==> src/rtl/fifo_read_unpacker.sv <==
// fifo_read_unpacker: pops wide words from a synchronous FIFO read port and
// replays each word as DataWidth/OutWidth narrow beats on a valid/ready
// stream, least-significant chunk first. The next word is popped in the
// same cycle the final beat of the current word is accepted, so a steady
// FIFO supply yields a gap-free beat stream.
module fifo_read_unpacker #(
  parameter int DataWidth = 32,
  parameter int OutWidth  = 8,
  parameter int CntWidth  = 16
) (
  input  logic                 clk,
  input  logic                 rst,
  input  logic                 enable,
  input  logic                 fifoEmpty,
  input  logic [DataWidth-1:0] fifoRdData,
  output logic                 fifoRdEn,
  output logic                 outValid,
  output logic [OutWidth-1:0]  outData,
  output logic                 outLast,
  input  logic                 outReady,
  output logic [CntWidth-1:0]  wordCount
);

  localparam int Beats     = DataWidth / OutWidth;
  localparam int BeatWidth = (Beats > 1) ? $clog2(Beats) : 1;
  localparam logic [BeatWidth-1:0] LastBeat = BeatWidth'(Beats - 1);

  // A word that does not split into whole beats would silently lose bits.
  if ((DataWidth % OutWidth) != 0) begin : g_width_check
    $error("fifo_read_unpacker: DataWidth must be a multiple of OutWidth");
  end

  typedef enum logic {
    IDLE = 1'b0,
    SEND = 1'b1
  } state_t;

  state_t                state_q,      state_d;
  logic [DataWidth-1:0]  shift_q,      shift_d;
  logic [OutWidth-1:0]   out_data_q,   out_data_d;
  logic                  out_last_q,   out_last_d;
  logic [BeatWidth-1:0]  beat_q,       beat_d;
  logic [CntWidth-1:0]   word_count_q, word_count_d;

  logic accept;
  logic last_acc;
  logic can_load;
  logic rd_en;

  // Handshake qualifiers and the pop strobe. The pop is held off while reset
  // is asserted so the FIFO pointer never moves during reset.
  always_comb begin
    accept   = (state_q == SEND) && outReady;
    last_acc = accept && out_last_q;
    can_load = enable && !fifoEmpty;
    rd_en    = !rst && can_load && ((state_q == IDLE) || last_acc);
  end

  // Next-state: load a fresh word, advance to the next chunk, or go idle
  // once the final beat leaves with nothing to refill from.
  always_comb begin
    state_d      = state_q;
    shift_d      = shift_q;
    out_data_d   = out_data_q;
    out_last_d   = out_last_q;
    beat_d       = beat_q;
    word_count_d = word_count_q;

    if (rd_en) begin
      shift_d      = fifoRdData;
      out_data_d   = fifoRdData[OutWidth-1:0];
      beat_d       = '0;
      out_last_d   = (Beats == 1);
      state_d      = SEND;
      word_count_d = word_count_q + CntWidth'(1);
    end else if (accept) begin
      if (!out_last_q) begin
        beat_d     = beat_q + BeatWidth'(1);
        shift_d    = shift_q >> OutWidth;
        out_data_d = shift_d[OutWidth-1:0];
        out_last_d = (beat_d == LastBeat);
      end else begin
        // Data and last flag keep their final values while idle.
        state_d = IDLE;
      end
    end
  end

  // State and datapath registers, cleared asynchronously so a partially
  // sent word is dropped the moment reset arrives.
  always_ff @(posedge clk or posedge rst) begin
    if (rst) begin
      state_q      <= IDLE;
      shift_q      <= '0;
      out_data_q   <= '0;
      out_last_q   <= 1'b0;
      beat_q       <= '0;
      word_count_q <= '0;
    end else begin
      state_q      <= state_d;
      shift_q      <= shift_d;
      out_data_q   <= out_data_d;
      out_last_q   <= out_last_d;
      beat_q       <= beat_d;
      word_count_q <= word_count_d;
    end
  end

  // Output mapping; valid is simply "a word is in flight".
  always_comb begin
    fifoRdEn  = rd_en;
    outValid  = (state_q == SEND);
    outData   = out_data_q;
    outLast   = out_last_q;
    wordCount = word_count_q;
  end

endmodule

==> config.mk <==
export PLATFORM = sky130hd
export DESIGN_NAME = fifo_read_unpacker
export DESIGN_NICKNAME = d
export VERILOG_FILES = /design/src/rtl/fifo_read_unpacker.sv
export SDC_FILE = /design/constraint.sdc
export NUM_CORES = 1
export LEC_CHECK = 0
export CAP_MARGIN = 20
export CORE_UTILIZATION = 48
export DETAILED_ROUTE_END_ITERATION = 10
export PLACE_DENSITY_LB_ADDON = 0.25
export SYNTH_ARGS = -nofsm -noshare
export SYNTH_HDL_FRONTEND = slang
export SYNTH_SLANG_ARGS = --single-unit
==> constraint.sdc <==
create_clock -name clk -period 1.8 [get_ports clk]
set_clock_uncertainty 0.05 [all_clocks]
set_input_delay 0.27 -clock clk [delete_from_list [all_inputs] [get_ports clk]]
set_output_delay 0.27 -clock clk [all_outputs]
set_load 0.005 [all_outputs]
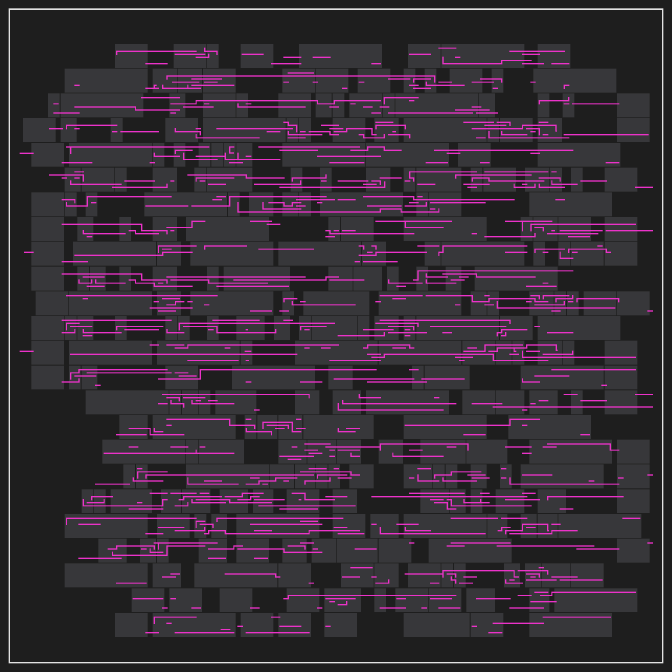
Figure 1: metal 1.
The layer holds 46% of the routed length. The wires run mostly horizontal. The longest straight run is 29.4 microns. 299 nets have wire on it.
Detailed Route WL: 4820 microns
Via Count: 1820
met1 Use GR: 27.7%

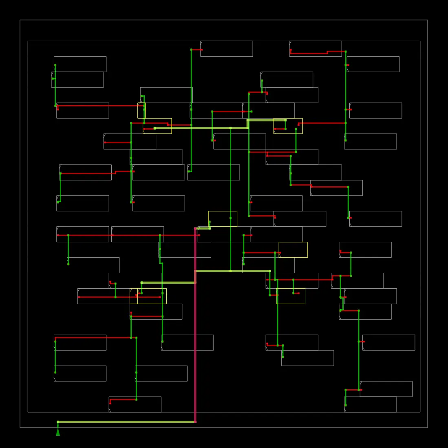
Figure 2: the clock network.
Clock Latency Late Sink: 300 ps
Clk power: 670 uW
Clock Buffer Count: 8
TritonCTS Buffers: 5
flop count: 52

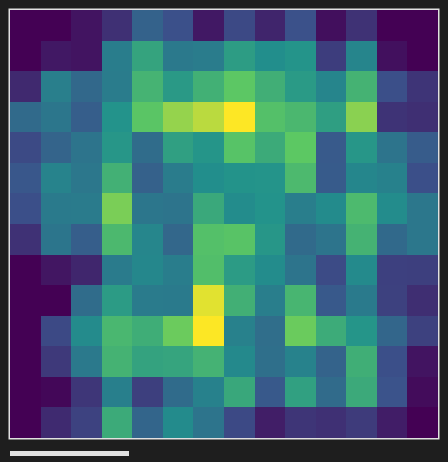
Figure 3: wire density map.
Scale bar: 20 microns. 14 x 14 tiles, from dark purple (low) to yellow (high), scaled to the fullest tile. Values are wire area over tile area, all layers added.
31% of the tiles are over half the peak. The mean over all tiles is 0.14. The fullest tile reaches 0.37. 7.7% of the tiles are nearly empty.
Tot GR Track Use: 20.8%
Avg WL per Cell: 13.8 microns

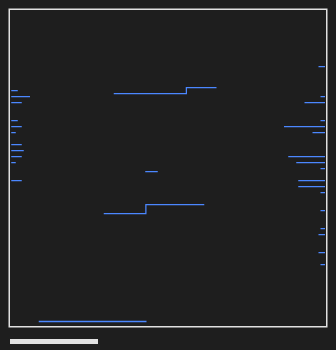
Figure 4: M3 wires.
Scale bar: 20 microns.
The wires run mostly horizontal. 30 nets have wire on it. The layer carries 146 microns of wire. The layer holds 3.0% of the routed length.

==> impl_metrics.json <==
{
  "yosysTopAreaCellShare_pct": 55.8,
  "seq_cell_power_uw": 1790,
  "finalHoldViolCount": 0,
  "switchingPower_uw": 1150,
  "max-slew-margin-rel_pct": 45.9,
  "grt_pass1_wl_microns": 8320,
  "netlist_instances": 229,
  "root_buffer": "clkbuf_8",
  "fillCellCount": 369,
  "period_minus_slack_ps": 1720,
  "vias_per_cell": 5.21,
  "io_buffer_count": 63,
  "enable_flop_cells": 0,
  "total_power_uw": 3700,
  "ys_area_sq_mm": 0.00233,
  "synth-main-ff-cell": "dfrtp_1",
  "antenna_found_initial": 0,
  "setup_tns_ps": 0,
  "clkSlewWorstSetupHoldPaths_ps": 90,
  "grt_max_degree": 53,
  "syn_avg_cell_area_sq_um": 10.2,
  "hold-worst-slack_ps": 428,
  "min_period_over_period_pct": 95.3,
  "seqCellArea_sq_mm": 0.00130,
  "hp-class": "register to register",
  "worst_ep_arrival_time_ps": 1400,
  "final_antenna_net_count": 0,
  "fmax_mhz": 583,
  "rrSetupSlack_ps": 120,
  "setup_ws_ps": 84.0,
  "min_path_cells": 2,
  "critPathMaxStageDelay_ps": 430,
  "top_register": "shift_q",
  "r2r_cells": 4,
  "rows": 24,
  "r2r-start": "outLast$_DFFE_PP0P_",
  "status": "complete, no violations",
  "crit_required_ps": 1480,
  "power.density_mw_per_mm2": 1170,
  "cts_repair_resize_count": 1,
  "min_to": "shift_q[2]$_DFFE_PP0P_",
  "dr.first_iter.drc_count": 109,
  "dieArea_sq_mm": 0.00514,
  "leakagePower_uw": 0.00145,
  "met2WireLength_microns": 2420,
  "highest_layer": "met4",
  "cp_num_buf_inv": 2
}
[worst register-to-register path, stage by stage (launching register included)]
cell	delay (ps)
dfrtp_1	430
a21bo_2	240
a21oi_2	660
nand2_1	150
nand2_1	90
[cell families after synthesis]
logic type / share of synthesized area (%)
flops: 55.8
mux: 3.44
compound gates: 10.2
simple gates: 18.6
xor+xnor: 6.01
fa+ha+maj: 1.07
buf+inv: 4.88
[cell usage after synthesis (all sizes together) (5+ instances only)]
cell type / n
o21ai: 16
xnor2: 9
nand3: 5
mux2i: 8
nor2: 7
a22oi: 16
buf: 15
nand2: 67
xor2: 7
dfrtp: 52
[area by class of cell]
class                      instances  share of cell area [%]
timing repair buffer              77                    24.5
clock buffer                       8                    2.85
inverter                           3                   0.357
multi-input combinational        157                    29.0
sequential                        52                    41.2
tap                               52                    2.06
Power figures rest on the tool's default switching activity, not on a simulated workload.
